<file path="src/rtl/rf_commit_sched_if.sv">
// Commit-path bundle for rf_commit_sched: ROB commit slots, register-file
// write port, exception flush and decoder bypass lookup.
// master: ROB/decoder side. slave: the scheduler.
interface rf_commit_sched_if #(
    parameter int unsigned RdLength   = 4,
    parameter int unsigned PcLength   = 31,
    parameter int unsigned DataLength = 31
) ();
    logic                  commit0_valid;
    logic                  commit1_valid;
    logic [RdLength:0]     rd0;
    logic [RdLength:0]     rd1;
    logic [PcLength:0]     pc0;
    logic [PcLength:0]     pc1;
    logic [DataLength:0]   data0;
    logic [DataLength:0]   data1;
    logic                  is_exception_from_rob;
    logic                  stall_to_rob;
    logic                  is_commit_to_rf;
    logic [RdLength:0]     rd_to_rf;
    logic [PcLength:0]     pc_to_rf;
    logic [DataLength:0]   data_to_rf;
    logic                  is_exception_to_rf;
    logic [RdLength:0]     rs1_from_decoder;
    logic [RdLength:0]     rs2_from_decoder;
    logic                  hit1;
    logic                  hit2;
    logic [DataLength:0]   bypass1;
    logic [DataLength:0]   bypass2;
    logic                  decoder_hold;

    modport master (
        output commit0_valid, commit1_valid, rd0, rd1, pc0, pc1, data0, data1,
               is_exception_from_rob, rs1_from_decoder, rs2_from_decoder,
        input  stall_to_rob, is_commit_to_rf, rd_to_rf, pc_to_rf, data_to_rf,
               is_exception_to_rf, hit1, hit2, bypass1, bypass2, decoder_hold
    );

    modport slave (
        input  commit0_valid, commit1_valid, rd0, rd1, pc0, pc1, data0, data1,
               is_exception_from_rob, rs1_from_decoder, rs2_from_decoder,
        output stall_to_rob, is_commit_to_rf, rd_to_rf, pc_to_rf, data_to_rf,
               is_exception_to_rf, hit1, hit2, bypass1, bypass2, decoder_hold
    );
endinterface

</file>
<file path="src/rtl/rf_commit_sched.sv">
// Commit-side scheduler for the register file's single write port.
// Buffers up to two in-order commits per cycle, drains one per cycle, and
// orders exception flushes behind all older writes.
// Optional feature macro: RF_COMMIT_BYPASS_EN (in-flight bypass search).
module rf_commit_sched #(
    parameter int unsigned QueueDepth = 4,
    parameter int unsigned RdLength   = 4,
    parameter int unsigned PcLength   = 31,
    parameter int unsigned DataLength = 31
) (
    input logic              clk,
    input logic              rst,
    rf_commit_sched_if.slave bus
);
    localparam int unsigned PtrW = $clog2(QueueDepth);
    localparam int unsigned CntW = PtrW + 1;

    typedef enum logic [0:0] {StRun, StDrain} state_e;

    state_e              state_q, state_d;
    logic [PtrW-1:0]     rd_ptr_q, rd_ptr_d, wr_ptr_q, wr_ptr_d, wr_ptr1;
    logic [CntW-1:0]     count_q, count_d;
    logic [RdLength:0]   fifo_rd_q   [QueueDepth];
    logic [PcLength:0]   fifo_pc_q   [QueueDepth];
    logic [DataLength:0] fifo_data_q [QueueDepth];
    logic                accept, push0, push1, pop;
    logic                stall_q, stall_d, commit_q, exc_q, exc_d;
    logic [RdLength:0]   rd_out_q;
    logic [PcLength:0]   pc_out_q;
    logic [DataLength:0] data_out_q;

    // Push/pop decisions, occupancy and pointer advance
    always_comb begin
        accept   = (state_q == StRun) && !stall_q;
        push0    = accept && bus.commit0_valid;
        push1    = accept && bus.commit1_valid;
        pop      = (count_q != '0);
        count_d  = count_q + CntW'(push0) + CntW'(push1) - CntW'(pop);
        // A lone slot1 commit lands in the first free slot
        wr_ptr1  = wr_ptr_q + PtrW'(push0);
        wr_ptr_d = wr_ptr_q + PtrW'(push0) + PtrW'(push1);
        rd_ptr_d = rd_ptr_q + PtrW'(pop);
    end

    // Next state, flush pulse and stall; flush rides with the last drained write
    always_comb begin
        state_d = state_q;
        exc_d   = 1'b0;
        case (state_q)
            StRun: begin
                if (bus.is_exception_from_rob) state_d = StDrain;
            end
            StDrain: begin
                if (count_q <= CntW'(1)) begin
                    exc_d   = 1'b1;
                    state_d = StRun;
                end
            end
            default: state_d = StRun;
        endcase
        // Keeps room for two pushes at the next edge
        stall_d = (count_d > CntW'(QueueDepth - 2)) || (state_d != StRun);
    end

    // Control state and output stage
    always_ff @(posedge clk) begin
        if (!rst) begin
            state_q    <= StRun;
            count_q    <= '0;
            rd_ptr_q   <= '0;
            wr_ptr_q   <= '0;
            stall_q    <= 1'b0;
            commit_q   <= 1'b0;
            exc_q      <= 1'b0;
            rd_out_q   <= '0;
            pc_out_q   <= '0;
            data_out_q <= '0;
        end else begin
            state_q  <= state_d;
            count_q  <= count_d;
            rd_ptr_q <= rd_ptr_d;
            wr_ptr_q <= wr_ptr_d;
            stall_q  <= stall_d;
            commit_q <= pop;
            exc_q    <= exc_d;
            if (pop) begin
                rd_out_q   <= fifo_rd_q[rd_ptr_q];
                pc_out_q   <= fifo_pc_q[rd_ptr_q];
                data_out_q <= fifo_data_q[rd_ptr_q];
            end
        end
    end

    // FIFO storage; stale contents are harmless since count gates every read
    always_ff @(posedge clk) begin
        if (push0) begin
            fifo_rd_q[wr_ptr_q]   <= bus.rd0;
            fifo_pc_q[wr_ptr_q]   <= bus.pc0;
            fifo_data_q[wr_ptr_q] <= bus.data0;
        end
        if (push1) begin
            fifo_rd_q[wr_ptr1]   <= bus.rd1;
            fifo_pc_q[wr_ptr1]   <= bus.pc1;
            fifo_data_q[wr_ptr1] <= bus.data1;
        end
    end

`ifdef RF_COMMIT_BYPASS_EN
    // Bypass search, oldest to newest so the newest match wins
    always_comb begin
        bus.hit1    = 1'b0;
        bus.hit2    = 1'b0;
        bus.bypass1 = '0;
        bus.bypass2 = '0;
        if (commit_q && rd_out_q == bus.rs1_from_decoder) begin
            bus.hit1    = 1'b1;
            bus.bypass1 = data_out_q;
        end
        if (commit_q && rd_out_q == bus.rs2_from_decoder) begin
            bus.hit2    = 1'b1;
            bus.bypass2 = data_out_q;
        end
        for (int i = 0; i < QueueDepth; i++) begin
            if (CntW'(i) < count_q) begin
                if (fifo_rd_q[rd_ptr_q + PtrW'(i)] == bus.rs1_from_decoder) begin
                    bus.hit1    = 1'b1;
                    bus.bypass1 = fifo_data_q[rd_ptr_q + PtrW'(i)];
                end
                if (fifo_rd_q[rd_ptr_q + PtrW'(i)] == bus.rs2_from_decoder) begin
                    bus.hit2    = 1'b1;
                    bus.bypass2 = fifo_data_q[rd_ptr_q + PtrW'(i)];
                end
            end
        end
        // x0 is never a real producer
        if (bus.rs1_from_decoder == '0) begin
            bus.hit1    = 1'b0;
            bus.bypass1 = '0;
        end
        if (bus.rs2_from_decoder == '0) begin
            bus.hit2    = 1'b0;
            bus.bypass2 = '0;
        end
    end

    // Decoder hold during flush sequencing
    always_comb begin
        bus.decoder_hold = (state_q == StDrain) || exc_q;
    end
`else
    logic unused_rs;
    assign unused_rs = ^{bus.rs1_from_decoder, bus.rs2_from_decoder};

    // No bypass: decoder waits until nothing is in flight
    always_comb begin
        bus.hit1         = 1'b0;
        bus.hit2         = 1'b0;
        bus.bypass1      = '0;
        bus.bypass2      = '0;
        bus.decoder_hold = (state_q == StDrain) || exc_q || (count_q != '0) || commit_q;
    end
`endif

    // Registered outputs to the ROB and register file
    always_comb begin
        bus.stall_to_rob       = stall_q;
        bus.is_commit_to_rf    = commit_q;
        bus.rd_to_rf           = rd_out_q;
        bus.pc_to_rf           = pc_out_q;
        bus.data_to_rf         = data_out_q;
        bus.is_exception_to_rf = exc_q;
    end
endmodule

</file>
<file path="src/flat_wrapper.sv">
// flat-port wrapper written by rule: the top's interface ports become plain ports
module rf_commit_sched_flat 
#(
    parameter int unsigned QueueDepth = 4,
    parameter int unsigned RdLength   = 4,
    parameter int unsigned PcLength   = 31,
    parameter int unsigned DataLength = 31
)
  (clk, rst, bus_commit0_valid, bus_commit1_valid, bus_rd0, bus_rd1, bus_pc0, bus_pc1, bus_data0, bus_data1, bus_is_exception_from_rob, bus_rs1_from_decoder, bus_rs2_from_decoder, bus_stall_to_rob, bus_is_commit_to_rf, bus_rd_to_rf, bus_pc_to_rf, bus_data_to_rf, bus_is_exception_to_rf, bus_hit1, bus_hit2, bus_bypass1, bus_bypass2, bus_decoder_hold);
  rf_commit_sched_if #(.RdLength(RdLength), .PcLength(PcLength), .DataLength(DataLength)) bus_i ();
  input logic clk;
  input logic rst;
  input wire logic [$bits(bus_i.commit0_valid)-1:0] bus_commit0_valid;
  input wire logic [$bits(bus_i.commit1_valid)-1:0] bus_commit1_valid;
  input wire logic [$bits(bus_i.rd0)-1:0] bus_rd0;
  input wire logic [$bits(bus_i.rd1)-1:0] bus_rd1;
  input wire logic [$bits(bus_i.pc0)-1:0] bus_pc0;
  input wire logic [$bits(bus_i.pc1)-1:0] bus_pc1;
  input wire logic [$bits(bus_i.data0)-1:0] bus_data0;
  input wire logic [$bits(bus_i.data1)-1:0] bus_data1;
  input wire logic [$bits(bus_i.is_exception_from_rob)-1:0] bus_is_exception_from_rob;
  input wire logic [$bits(bus_i.rs1_from_decoder)-1:0] bus_rs1_from_decoder;
  input wire logic [$bits(bus_i.rs2_from_decoder)-1:0] bus_rs2_from_decoder;
  output wire logic [$bits(bus_i.stall_to_rob)-1:0] bus_stall_to_rob;
  output wire logic [$bits(bus_i.is_commit_to_rf)-1:0] bus_is_commit_to_rf;
  output wire logic [$bits(bus_i.rd_to_rf)-1:0] bus_rd_to_rf;
  output wire logic [$bits(bus_i.pc_to_rf)-1:0] bus_pc_to_rf;
  output wire logic [$bits(bus_i.data_to_rf)-1:0] bus_data_to_rf;
  output wire logic [$bits(bus_i.is_exception_to_rf)-1:0] bus_is_exception_to_rf;
  output wire logic [$bits(bus_i.hit1)-1:0] bus_hit1;
  output wire logic [$bits(bus_i.hit2)-1:0] bus_hit2;
  output wire logic [$bits(bus_i.bypass1)-1:0] bus_bypass1;
  output wire logic [$bits(bus_i.bypass2)-1:0] bus_bypass2;
  output wire logic [$bits(bus_i.decoder_hold)-1:0] bus_decoder_hold;
  assign bus_i.commit0_valid = bus_commit0_valid;
  assign bus_i.commit1_valid = bus_commit1_valid;
  assign bus_i.rd0 = bus_rd0;
  assign bus_i.rd1 = bus_rd1;
  assign bus_i.pc0 = bus_pc0;
  assign bus_i.pc1 = bus_pc1;
  assign bus_i.data0 = bus_data0;
  assign bus_i.data1 = bus_data1;
  assign bus_i.is_exception_from_rob = bus_is_exception_from_rob;
  assign bus_i.rs1_from_decoder = bus_rs1_from_decoder;
  assign bus_i.rs2_from_decoder = bus_rs2_from_decoder;
  assign bus_stall_to_rob = bus_i.stall_to_rob;
  assign bus_is_commit_to_rf = bus_i.is_commit_to_rf;
  assign bus_rd_to_rf = bus_i.rd_to_rf;
  assign bus_pc_to_rf = bus_i.pc_to_rf;
  assign bus_data_to_rf = bus_i.data_to_rf;
  assign bus_is_exception_to_rf = bus_i.is_exception_to_rf;
  assign bus_hit1 = bus_i.hit1;
  assign bus_hit2 = bus_i.hit2;
  assign bus_bypass1 = bus_i.bypass1;
  assign bus_bypass2 = bus_i.bypass2;
  assign bus_decoder_hold = bus_i.decoder_hold;
  rf_commit_sched #(.QueueDepth(QueueDepth), .RdLength(RdLength), .PcLength(PcLength), .DataLength(DataLength)) u_core (.clk(clk), .rst(rst), .bus(bus_i));
endmodule
</file>
<file path="config.mk">
export PLATFORM = sky130hd
export DESIGN_NAME = rf_commit_sched_flat
export DESIGN_NICKNAME = d
export VERILOG_FILES = /design/src/rtl/rf_commit_sched_if.sv /design/src/rtl/rf_commit_sched.sv /design/src/flat_wrapper.sv
export SDC_FILE = /design/constraint.sdc
export NUM_CORES = 1
export LEC_CHECK = 0
export ABC_CLOCK_PERIOD_IN_PS = 16000
export CELL_PAD_IN_SITES_DETAIL_PLACEMENT = 0
export CELL_PAD_IN_SITES_GLOBAL_PLACEMENT = 1
export CORE_MARGIN = 2
export CORE_UTILIZATION = 49
export CTS_CLUSTER_DIAMETER = 80
export DETAILED_ROUTE_END_ITERATION = 7
export GPL_ROUTABILITY_DRIVEN = 0
export GPL_TIMING_DRIVEN = 0
export PLACE_DENSITY_LB_ADDON = 0.1
export SLEW_MARGIN = 20
export SYNTH_ARGS = -nofsm -noshare
export SYNTH_HDL_FRONTEND = slang
export SYNTH_SLANG_ARGS = --single-unit
</file>
<file path="constraint.sdc">
create_clock -name clk -period 16 [get_ports clk]
set_clock_uncertainty 0.1 [all_clocks]
set_input_delay 2.4 -clock clk [delete_from_list [all_inputs] [get_ports clk]]
set_output_delay 2.4 -clock clk [all_outputs]
set_load 0.05 [all_outputs]
</file>
The metal 1 layer:
The bar under the picture is 50 um long.
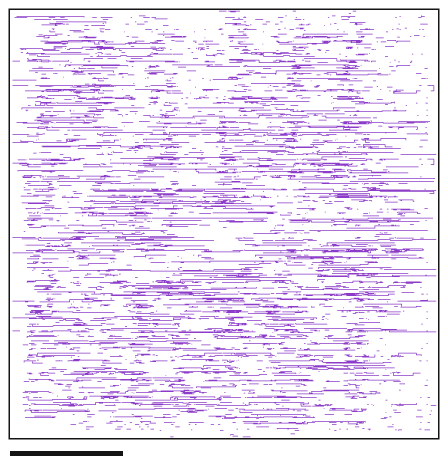
longest straight run	52.4 um
main direction	horizontal
nets with wire on the layer	1288
share of all routed wire	41%
wire length on this layer	15800 um

The metal 2 layer:
The bar under the picture is 50 um long.
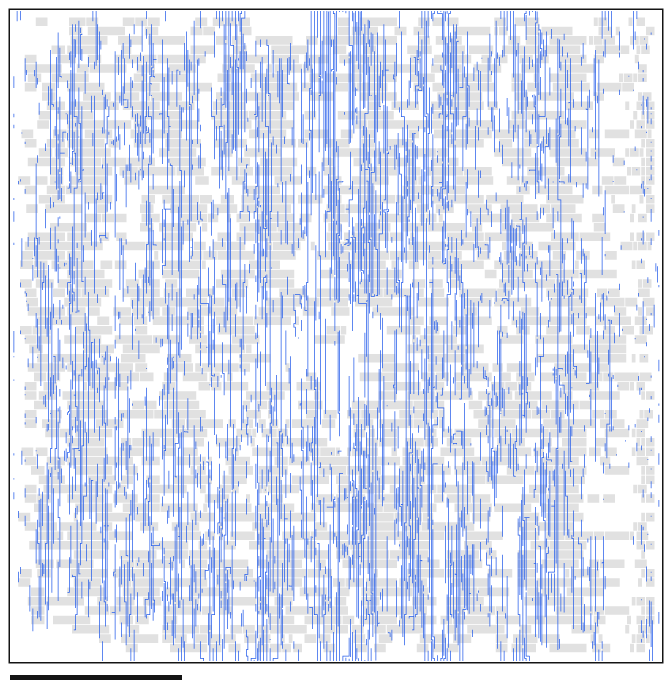
wire length on this layer	19900 um
main direction	vertical
longest straight run	76.0 um
Vias: 9373
M2 GR Usage: 38.4%
Routed WL: 39.0 mm

Signal wires on met3:
The bar under the picture is 50 um long.
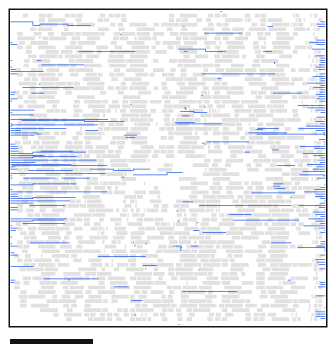
wire length on this layer	2490 um
share of all routed wire	6.4%
nets with wire on the layer	198
main direction	horizontal
met3 GRT Util: 4.69%

==> flow_summary.toml <==
# flow metrics
[timing]
slew_violations = 0
setup_viol = 0
fin_crit_ps = 5280
max_freq_mhz = 189

[logic_synthesis]
top_cell = "edfxtp_1"
postSynthSeqShare_pct = 58.5
top_area_share_pct = 49.0
synth.distinct_cells = 32
yosys_warnings = 0

[place]
dp.cells = 1705
port_buffers = 215

[clocking]
clock-sinks = 356
root_buffer = "clkbuf_16"
htreeDepth = 2
numCtsBuffers = 40
ctsResizeCount = 0

[finish]
layout-drive-gt1-share_pct = 41.2
finalNetCount = 1453
layout.cells.non_filler = 1778
fill_cells = 2573

[global_routing]
grt_max_degree = 19
grt_pass1_vias = 9812

[run_status]
status = "completed"

[pwr]
switching_share_pct = 34.7
seqPwrFrac_pct = 36.1

[critical_path]
critPathBufInv = 7
reg2reg_slack_ps = 12500
r2r-start = "u_core.state_q"
crit_path_end_kind = "flop"
crit_chain = "clkdlybuf4s50_1 > nand2_1 > inv_1 > ha_1 > nor4b_4 > nand2_4 > buf_6 > o31ai_4 > buf_8 > buf_6 > buf_6 > buf_8"
cpMaxStageDelayCell = "clkdlybuf4s50_1"

[routing]
vias_per_cell = 5.27
drtIter0Drc = 465

[job]
max-cap-violations = 0

[die]
fp.dieW_um = 190
rows = 68
fp_util_pct = 49.3
Signal wires on met4:
The bar under the picture is 50 um long.
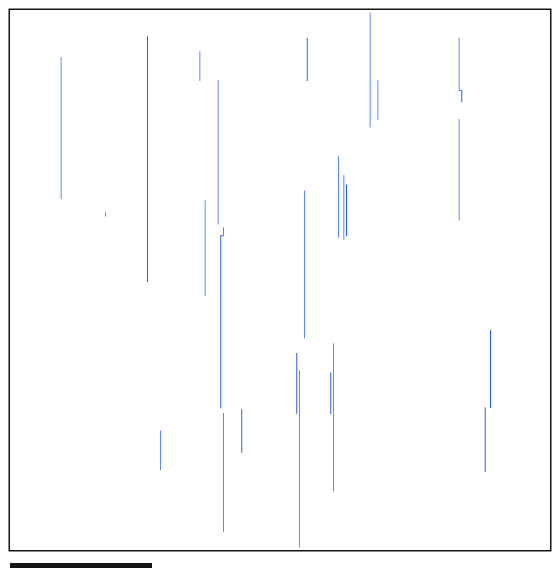
share of all routed wire	2.1%
nets with wire on the layer	15
longest straight run	86.4 um
main direction	vertical
wire length on this layer	812 um

Congestion heat map:
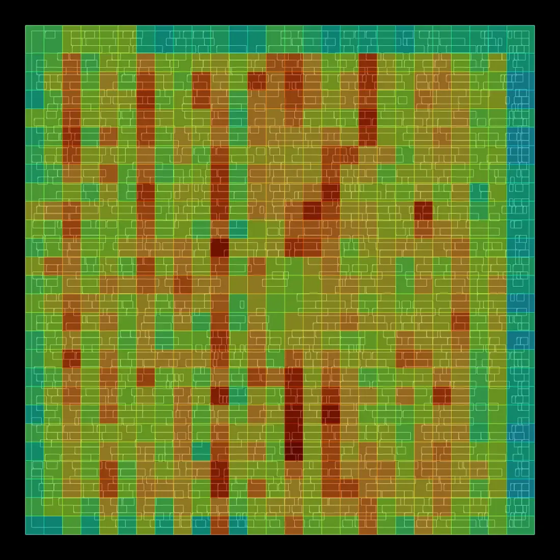
global routing's busiest layer: met2
routed length per instance: 21.9 um
GRT Overall Usage: 21.7%
Finished Core Util: 63.1%
GR Util met1: 26.9%

layout make-up:
type,instances,area (sq um),share of cell area [%]
Sequential cell,356,9890,45.7
Multi-Input combinational cell,525,6320,29.2
Timing Repair Buffer,237,2580,11.9
Clock buffer,62,1150,5.34
Buffer,125,963,4.45
Tap cell,455,569,2.63
Clock inverter,9,118,0.544
Inverter,7,26.3,0.121
Antenna cell,2,5.00,0.0231
cells by family after synthesis:
logic type                 Yosys count  share of synthesized area (%)
adders and majority gates            8                          0.681
xor gates and xnor gates             5                          0.304
other                                1                         0.0222
muxes                              345                           29.6
DFF                                356                           58.5
and+or+nand+nor                     25                           1.21
buffers and inverters              132                           5.86
AOI/OAI and AO/OA                   76                           3.86
sequential cells by signal, summed over array words and instances (netlist names):
register and count:
u_core.rd_ptr_q 2, u_core.bus.rd_to_rf 5, u_core.bus.stall_to_rob 1, u_core.count_q 3, u_core.fifo_pc_q 128, u_core.fifo_rd_q 20
u_core.state_q 1, u_core.bus.data_to_rf 32, u_core.fifo_data_q 128, u_core.bus.pc_to_rf 32, u_core.bus.is_exception_to_rf 1, u_core.wr_ptr_q 2
u_core.bus.is_commit_to_rf 1
layout by cell type, fill, tap and decap left out, drive strengths merged, types with 2 or more instances in the layout:
cell type,count
xor2,2
mux4,69
edfxtp,276
clkinv,6
and2,6
nor2,8
inv,7
dfxtp,80
clkbuf,76
a22o,69
fa,2
diode,2
xnor2,3
conb,66
clkdlybuf4s50,215
buf,133
ha,6
mux2,276
o31ai,2
nand3,2
nor3b,2
o21ai,3
bufinv,3
nand2,4
metal layers:
layer,share of wire [%],track usage (%)
met2,51,38.4
met3,6.4,4.69
met1,41,26.9
met4,2.1,6.11
met5,0.028,0
